Fig. 1: routing congestion map
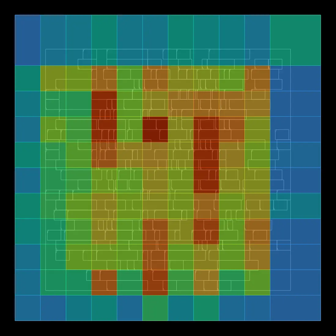
Fig. 2: register map, names as in the netlist
Scale: 3 px per um. Other sequential cells in the stronger grey, the rest of the logic in the fainter grey.
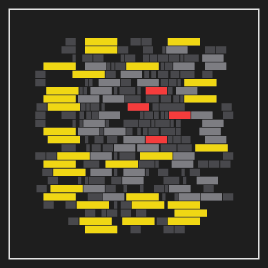
===== config.mk =====
export PLATFORM = sky130hd
export DESIGN_NAME = tmds_serializer
export DESIGN_NICKNAME = d
export VERILOG_FILES = /design/src/rtl/tmds_serializer_pkg.sv /design/src/rtl/tmds_serializer_shift_lane.sv /design/src/rtl/tmds_serializer.sv
export SDC_FILE = /design/constraint.sdc
export NUM_CORES = 1
export LEC_CHECK = 0
export CAP_MARGIN = 20
export CORE_MARGIN = 8
export CORE_UTILIZATION = 55
export CTS_CLUSTER_DIAMETER = 120
export DETAILED_ROUTE_END_ITERATION = 12
export PLACE_DENSITY = 0.8
export SLEW_MARGIN = 20
export SYNTH_ARGS = -nofsm -noshare
export SYNTH_HDL_FRONTEND = slang
export SYNTH_SLANG_ARGS = --single-unit

===== constraint.sdc =====
create_clock -name clk -period 5.5 [get_ports clk]
set_clock_uncertainty 0.05 [all_clocks]
set_input_delay 1.1 -clock clk [delete_from_list [all_inputs] [get_ports clk]]
set_output_delay 1.1 -clock clk [all_outputs]
set_load 0.005 [all_outputs]

===== src/rtl/tmds_serializer_pkg.sv =====
// ---------------------------------------------------------------------------
// tmds_serializer_pkg
//
// Shared HDMI/TMDS constants used by the serializer and its lane registers:
// the symbol width, the four TMDS control symbols, the 10-bit TMDS clock
// pattern (sent LSB first), and the bit-counter type that walks one symbol.
// ---------------------------------------------------------------------------
package tmds_serializer_pkg;

    localparam int TMDS_SYM_W = 10;

    // Control symbols for C1:C0 = 00, 01, 10, 11.
    localparam logic [TMDS_SYM_W-1:0] CTL0 = 10'b1101010100;
    localparam logic [TMDS_SYM_W-1:0] CTL1 = 10'b0010101011;
    localparam logic [TMDS_SYM_W-1:0] CTL2 = 10'b0101010100;
    localparam logic [TMDS_SYM_W-1:0] CTL3 = 10'b1010101011;

    // Clock lane pattern: five ones on bits 0..4, five zeros on bits 5..9.
    localparam logic [TMDS_SYM_W-1:0] TMDS_CLK_PATTERN = 10'b0000011111;

    // Position of the bit currently on the serial outputs (0..9).
    typedef logic [3:0] bit_cnt_t;

    localparam bit_cnt_t BIT_CNT_FIRST = 4'd0;
    localparam bit_cnt_t BIT_CNT_LAST  = 4'd9;

    // Level of the TMDS clock lane while bit 'cnt' of a symbol is shown.
    function automatic logic clk_level(input bit_cnt_t cnt);
        return TMDS_CLK_PATTERN[cnt];
    endfunction

endpackage


===== src/rtl/tmds_serializer_shift_lane.sv =====
// ---------------------------------------------------------------------------
// tmds_shift_lane
//
// One TMDS lane: a symbol-wide register that either loads a new symbol or
// shifts right by one bit each clock. The LSB is the serial output, so a
// symbol is sent LSB first.
//
// Ports
//   clk_i   bit clock
//   rst_i   synchronous active-high reset (register cleared to 0)
//   load_i  load sym_i this cycle instead of shifting
//   sym_i   symbol to load
//   bit_o   serial bit currently being transmitted
// ---------------------------------------------------------------------------
module tmds_shift_lane
    import tmds_serializer_pkg::*;
#(
    parameter int SYM_W = TMDS_SYM_W
) (
    input  logic             clk_i,
    input  logic             rst_i,
    input  logic             load_i,
    input  logic [SYM_W-1:0] sym_i,
    output logic             bit_o
);

    logic [SYM_W-1:0] shreg_q;
    logic [SYM_W-1:0] shreg_d;

    always_comb begin
        if (load_i) begin
            shreg_d = sym_i;
        end else begin
            shreg_d = shreg_q >> 1;
        end
    end

    // The output buffer must see a defined level out of reset, so the
    // shift register is cleared along with the control state.
    always_ff @(posedge clk_i) begin
        if (rst_i) begin
            shreg_q <= '0;
        end else begin
            shreg_q <= shreg_d;
        end
    end

    assign bit_o = shreg_q[0];

endmodule


===== src/rtl/tmds_serializer.sv =====
// ---------------------------------------------------------------------------
// tmds_serializer
//
// Serializes groups of CHANNELS parallel 10-bit TMDS symbols into one serial
// bit stream per lane, running in the bit-clock domain (10x pixel clock).
// A one-deep holding register decouples the producer from the symbol
// boundary. Every 10 clocks the holding register is moved into the lane
// shift registers; if it is empty, IDLE_SYM is sent instead and 'underflow'
// pulses. The output stream never pauses.
//
// Ports
//   clk            bit clock
//   rst            synchronous active-high reset
//   s_valid        s_data holds a valid symbol group
//   s_ready        symbol group is accepted this cycle (combinational)
//   s_data         lane n in bits [n*SYM_W +: SYM_W]
//   ser_out        serial data per lane, LSB of each symbol first
//   ser_clk        TMDS clock pattern aligned with ser_out
//   sym_start      high while bit 0 of a symbol is on ser_out
//   underflow      one-cycle pulse when IDLE_SYM replaced missing data
//   underflow_seen sticky copy of underflow, cleared only by rst
// ---------------------------------------------------------------------------
module tmds_serializer
    import tmds_serializer_pkg::*;
#(
    parameter int                CHANNELS = 3,
    parameter int                SYM_W    = TMDS_SYM_W,
    parameter logic [SYM_W-1:0]  IDLE_SYM = CTL0
) (
    input  logic                      clk,
    input  logic                      rst,
    input  logic                      s_valid,
    output logic                      s_ready,
    input  logic [CHANNELS*SYM_W-1:0] s_data,
    output logic [CHANNELS-1:0]       ser_out,
    output logic                      ser_clk,
    output logic                      sym_start,
    output logic                      underflow,
    output logic                      underflow_seen
);

    localparam int GRP_W = CHANNELS * SYM_W;

    bit_cnt_t         bit_cnt_q;
    bit_cnt_t         bit_cnt_d;
    logic             hold_v_q;
    logic             hold_v_d;
    logic [GRP_W-1:0] hold_q;
    logic [GRP_W-1:0] hold_d;
    logic             ser_clk_q;
    logic             ser_clk_d;
    logic             sym_start_q;
    logic             sym_start_d;
    logic             underflow_q;
    logic             underflow_d;
    logic             underflow_seen_q;
    logic             underflow_seen_d;

    logic             load;
    logic             xfer;
    logic [GRP_W-1:0] load_data;

    // The last bit of a symbol is on the wire: the lanes reload on this edge.
    assign load = (bit_cnt_q == BIT_CNT_LAST);

    // Ready is combinational so the holding register can be emptied into the
    // lanes and refilled by the producer on the same edge.
    assign s_ready = !rst && (!hold_v_q || load);
    assign xfer    = s_valid && s_ready;

    always_comb begin
        bit_cnt_d = load ? BIT_CNT_FIRST : bit_cnt_q + 4'd1;

        hold_d = xfer ? s_data : hold_q;

        // On a load the old contents leave the holding register; it stays
        // occupied only if a new group arrives on the same edge.
        if (load) begin
            hold_v_d = xfer;
        end else begin
            hold_v_d = hold_v_q | xfer;
        end

        load_data = hold_v_q ? hold_q : {CHANNELS{IDLE_SYM}};

        // Status outputs are registered from the next bit position so they
        // line up with the bit the lanes present after the same edge.
        ser_clk_d        = clk_level(bit_cnt_d);
        sym_start_d      = (bit_cnt_d == BIT_CNT_FIRST);
        underflow_d      = load && !hold_v_q;
        underflow_seen_d = underflow_seen_q | underflow_q;
    end

    always_ff @(posedge clk) begin
        if (rst) begin
            bit_cnt_q        <= BIT_CNT_LAST;
            hold_v_q         <= 1'b0;
            ser_clk_q        <= 1'b0;
            sym_start_q      <= 1'b0;
            underflow_q      <= 1'b0;
            underflow_seen_q <= 1'b0;
        end else begin
            bit_cnt_q        <= bit_cnt_d;
            hold_v_q         <= hold_v_d;
            ser_clk_q        <= ser_clk_d;
            sym_start_q      <= sym_start_d;
            underflow_q      <= underflow_d;
            underflow_seen_q <= underflow_seen_d;
        end
    end

    // Holding data is qualified by hold_v_q, so it needs no reset.
    always_ff @(posedge clk) begin
        hold_q <= hold_d;
    end

    for (genvar n = 0; n < CHANNELS; n++) begin : g_lane
        tmds_shift_lane #(
            .SYM_W (SYM_W)
        ) u_lane (
            .clk_i  (clk),
            .rst_i  (rst),
            .load_i (load),
            .sym_i  (load_data[n*SYM_W +: SYM_W]),
            .bit_o  (ser_out[n])
        );
    end

    assign ser_clk        = ser_clk_q;
    assign sym_start      = sym_start_q;
    assign underflow      = underflow_q;
    assign underflow_seen = underflow_seen_q;

endmodule


==> impl_metrics.py <==
# Synthesis and PnR figures
metrics = {
    "run_status": {
        "status": "complete, no violations",
    },
    "cts": {
        "path_clk_slew_ns": 0.06,
        "tritoncts": "yes",
        "cts_buffers": 9,
        "cts_root_buf": "clkbuf_8",
        "post_cts_resized": 0,
        "cts_hold_buf": 0,
        "cts_setup_buffers": 0,
        "cts_max_level": 3,
        "numClockSinks": 69,
        "clk_path_buf_depth": 2,
    },
    "final_layout": {
        "nNetsFinal": 245,
        "comb_share_pct": 19.6,
        "n_all_buffers": 42,
        "lay_top_cells": "40 x clkdlybuf4s50_1, 39 x dfxtp_1, 30 x edfxtp_1",
        "seq_share_pct": 56.9,
        "layout.cells.most_common": "clkdlybuf4s50_1",
        "dominant_cells": "sequential cells",
        "clkCellAreaFrac_pct": 5.12,
        "antenna_cells": 0,
        "nClkBuffers": 13,
        "combGateArea_um2": 578,
        "n_fill_cell": 317,
        "seq_area_um2": 1680,
        "nFlopsAndLatches": 69,
    },
    "synthesis": {
        "ff_type": "dfxtp_1",
        "xor_share_pct": 0.358,
        "ys.flops": 69,
        "ys_types": 30,
        "yosys.area.top_type_share_pct": 36.8,
        "async_flop_share_pct": 0,
        "synth_nets": 206,
        "top_area_cell": "edfxtp_1",
        "ys_sh_adder_pct": 0,
        "synth-area-yosys_um2": 2440,
        "syn_avg_cell_area_um2": 14.1,
        "ys_top_logic_family": "AND-OR/OR-AND gates",
        "synth_stat.cells": 173,
        "post_synth_ao_oa_area_fraction_pct": 15.3,
        "syn_inst": 173,
        "synth_seq_share_pct": 68.8,
        "area_leaders": "edfxtp_1 37%, dfxtp_1 32%, a22o_2 6.1%, a311oi_2 4.9%, buf_6 3.2%",
    },
    "route": {
        "top_layer": "met4",
        "wl_met2_um": 2100,
        "viasPerCell": 5.36,
        "firstDrtPassIters": 6,
        "wl_met3_um": 182,
        "finalWirelength_um": 3960,
        "drc": 0,
        "final_antenna_net_count": 0,
        "wl_met1_um": 1590,
    },
    "critical_path": {
        "worstPathRequired_ns": 4.35,
        "endpoint_kind": "primary output",
        "path_cells": "clkdlybuf4s50_1 > buf_4 > a21oi_1 > clkdlybuf4s50_1",
        "r2r-start": "bit_cnt_q[3]$_SDFF_PP1_",
        "crit_top_cell": "clkdlybuf4s50_1",
        "crit_arrival_ns": 2.44,
        "slowest_stage": "clkdlybuf4s50_1",
        "cp.depth": 4,
        "worst-path-buf-inv": 3,
        "critical_path.max_fanout": 22,
        "crit_family": "buffers and inverters",
    },
    "pwr": {
        "ir_drop_mv": 0.191,
        "p_leak_nw": 1.10,
        "p_per_area_nw_per_um2": 351,
        "swShare_pct": 22.7,
        "p_seq_share_pct": 57.7,
        "p_switching_mw": 0.236,
        "power_frac_clock_pct": 30.9,
    },
    "die": {
        "die_y_um": 82.7,
        "die_w_um": 82.7,
        "io_pins": 41,
        "die-area_um2": 6830,
        "coreArea_um2": 4320,
    },
    "timing": {
        "setup_violations": 0,
        "fin_crit_sh_pct": 65.3,
        "rsz0062_at_grt": "false",
        "worst_pin_slew_ns": 1.06,
        "drv_slew": 0,
        "final.setup.tns_ns": 0,
        "hold_viol": 0,
    },
    "place": {
        "numPortBuffers": 40,
        "gp_congestion": 0.687,
    },
    "min_path": {
        "min_to": "g_lane[2].u_lane.shreg_q[5]$_SDFF_PP0_",
        "hold_class": "reg -> reg",
    },
    "flow_run": {
        "warnings": 26,
    },
    "global_route": {
        "grt_max_degree": 31,
        "antenna_found_initial": 0,
        "use_met1_pct": 13.3,
    },
}
About Fig. 1:
final core utilization: 68.3%
Top Usage Layer GRT: met2
overall routing resource usage: 13.0%
met2 Usage GRT: 22.5%

About Fig. 2:
Yellow shows hold_q, placed flops 30. Red shows bit_cnt_q, placed flops 4, where centre.
Another 35 sequential cells are not coloured.

[worst max-delay path by stage]
stage,start,endpoint,slack [ns]
CTS,rst,s_ready,1.90
detailed placement,rst,s_ready,1.90
global route,rst,s_ready,1.84
global placement,rst,s_ready,1.94
finish,rst,s_ready,1.91
floorplan,rst,hold_q[0]$_DFFE_PP_,2.78
[synth_stat cells (2+ instances only)]
library cell and number:
nor2_1 18, inv_1 17, nand2_1 2, a311oi_2 8, edfxtp_1 30, dfxtp_1 39
o21ai_0 3, nand2b_1 2, a21oi_1 7, a22o_2 15, buf_6 7, a311oi_1 4
buf_4 4
[power groups by stage]
stage          combinational [mW]  sequential [mW]  clock, mW
2_1_floorplan              0.0926            0.600          0
3_3_place_gp                0.114            0.607          0
3_5_place_dp                0.120            0.610          0
4_1_cts                     0.120            0.599      0.332
5_1_grt                     0.131            0.603      0.351
6_report                    0.118            0.598      0.321
[through the flow]
| step | std cells | worst slack [ns] | area [um2] | hold slack (ns) | total power, mW |
|---|---|---|---|---|---|
| final | 269 | 1.91 | 2960 | 0.392 | 1.04 |
| after global routing | 269 | 1.84 | 2960 | 0.403 | 1.08 |
| after CTS | 269 | 1.90 | 2960 | 0.398 | 1.05 |
| after detailed placement | 253 | 1.90 | 2800 | 0.381 | 0.729 |
| after global placement | 253 | 1.94 | 2800 | 0.378 | 0.721 |
| after floorplan | 173 | 2.78 | 2440 | 0.375 | 0.692 |
[cell families after synthesis]
logic type	after synthesis
AOI/OAI and AO/OA	39
xor gates and xnor gates	1
buffers and inverters	31
DFF	69
and+or+nand+nor	33
[registers in the layout (all words and copies together) (netlist names)]
name and count:
bit_cnt_q 4, g_lane.u_lane.shreg_q 30, hold_q 30, hold_v_q 1, ser_clk 1, sym_start 1, underflow 1, underflow_seen 1
Power is estimated from default activity; no workload was simulated.
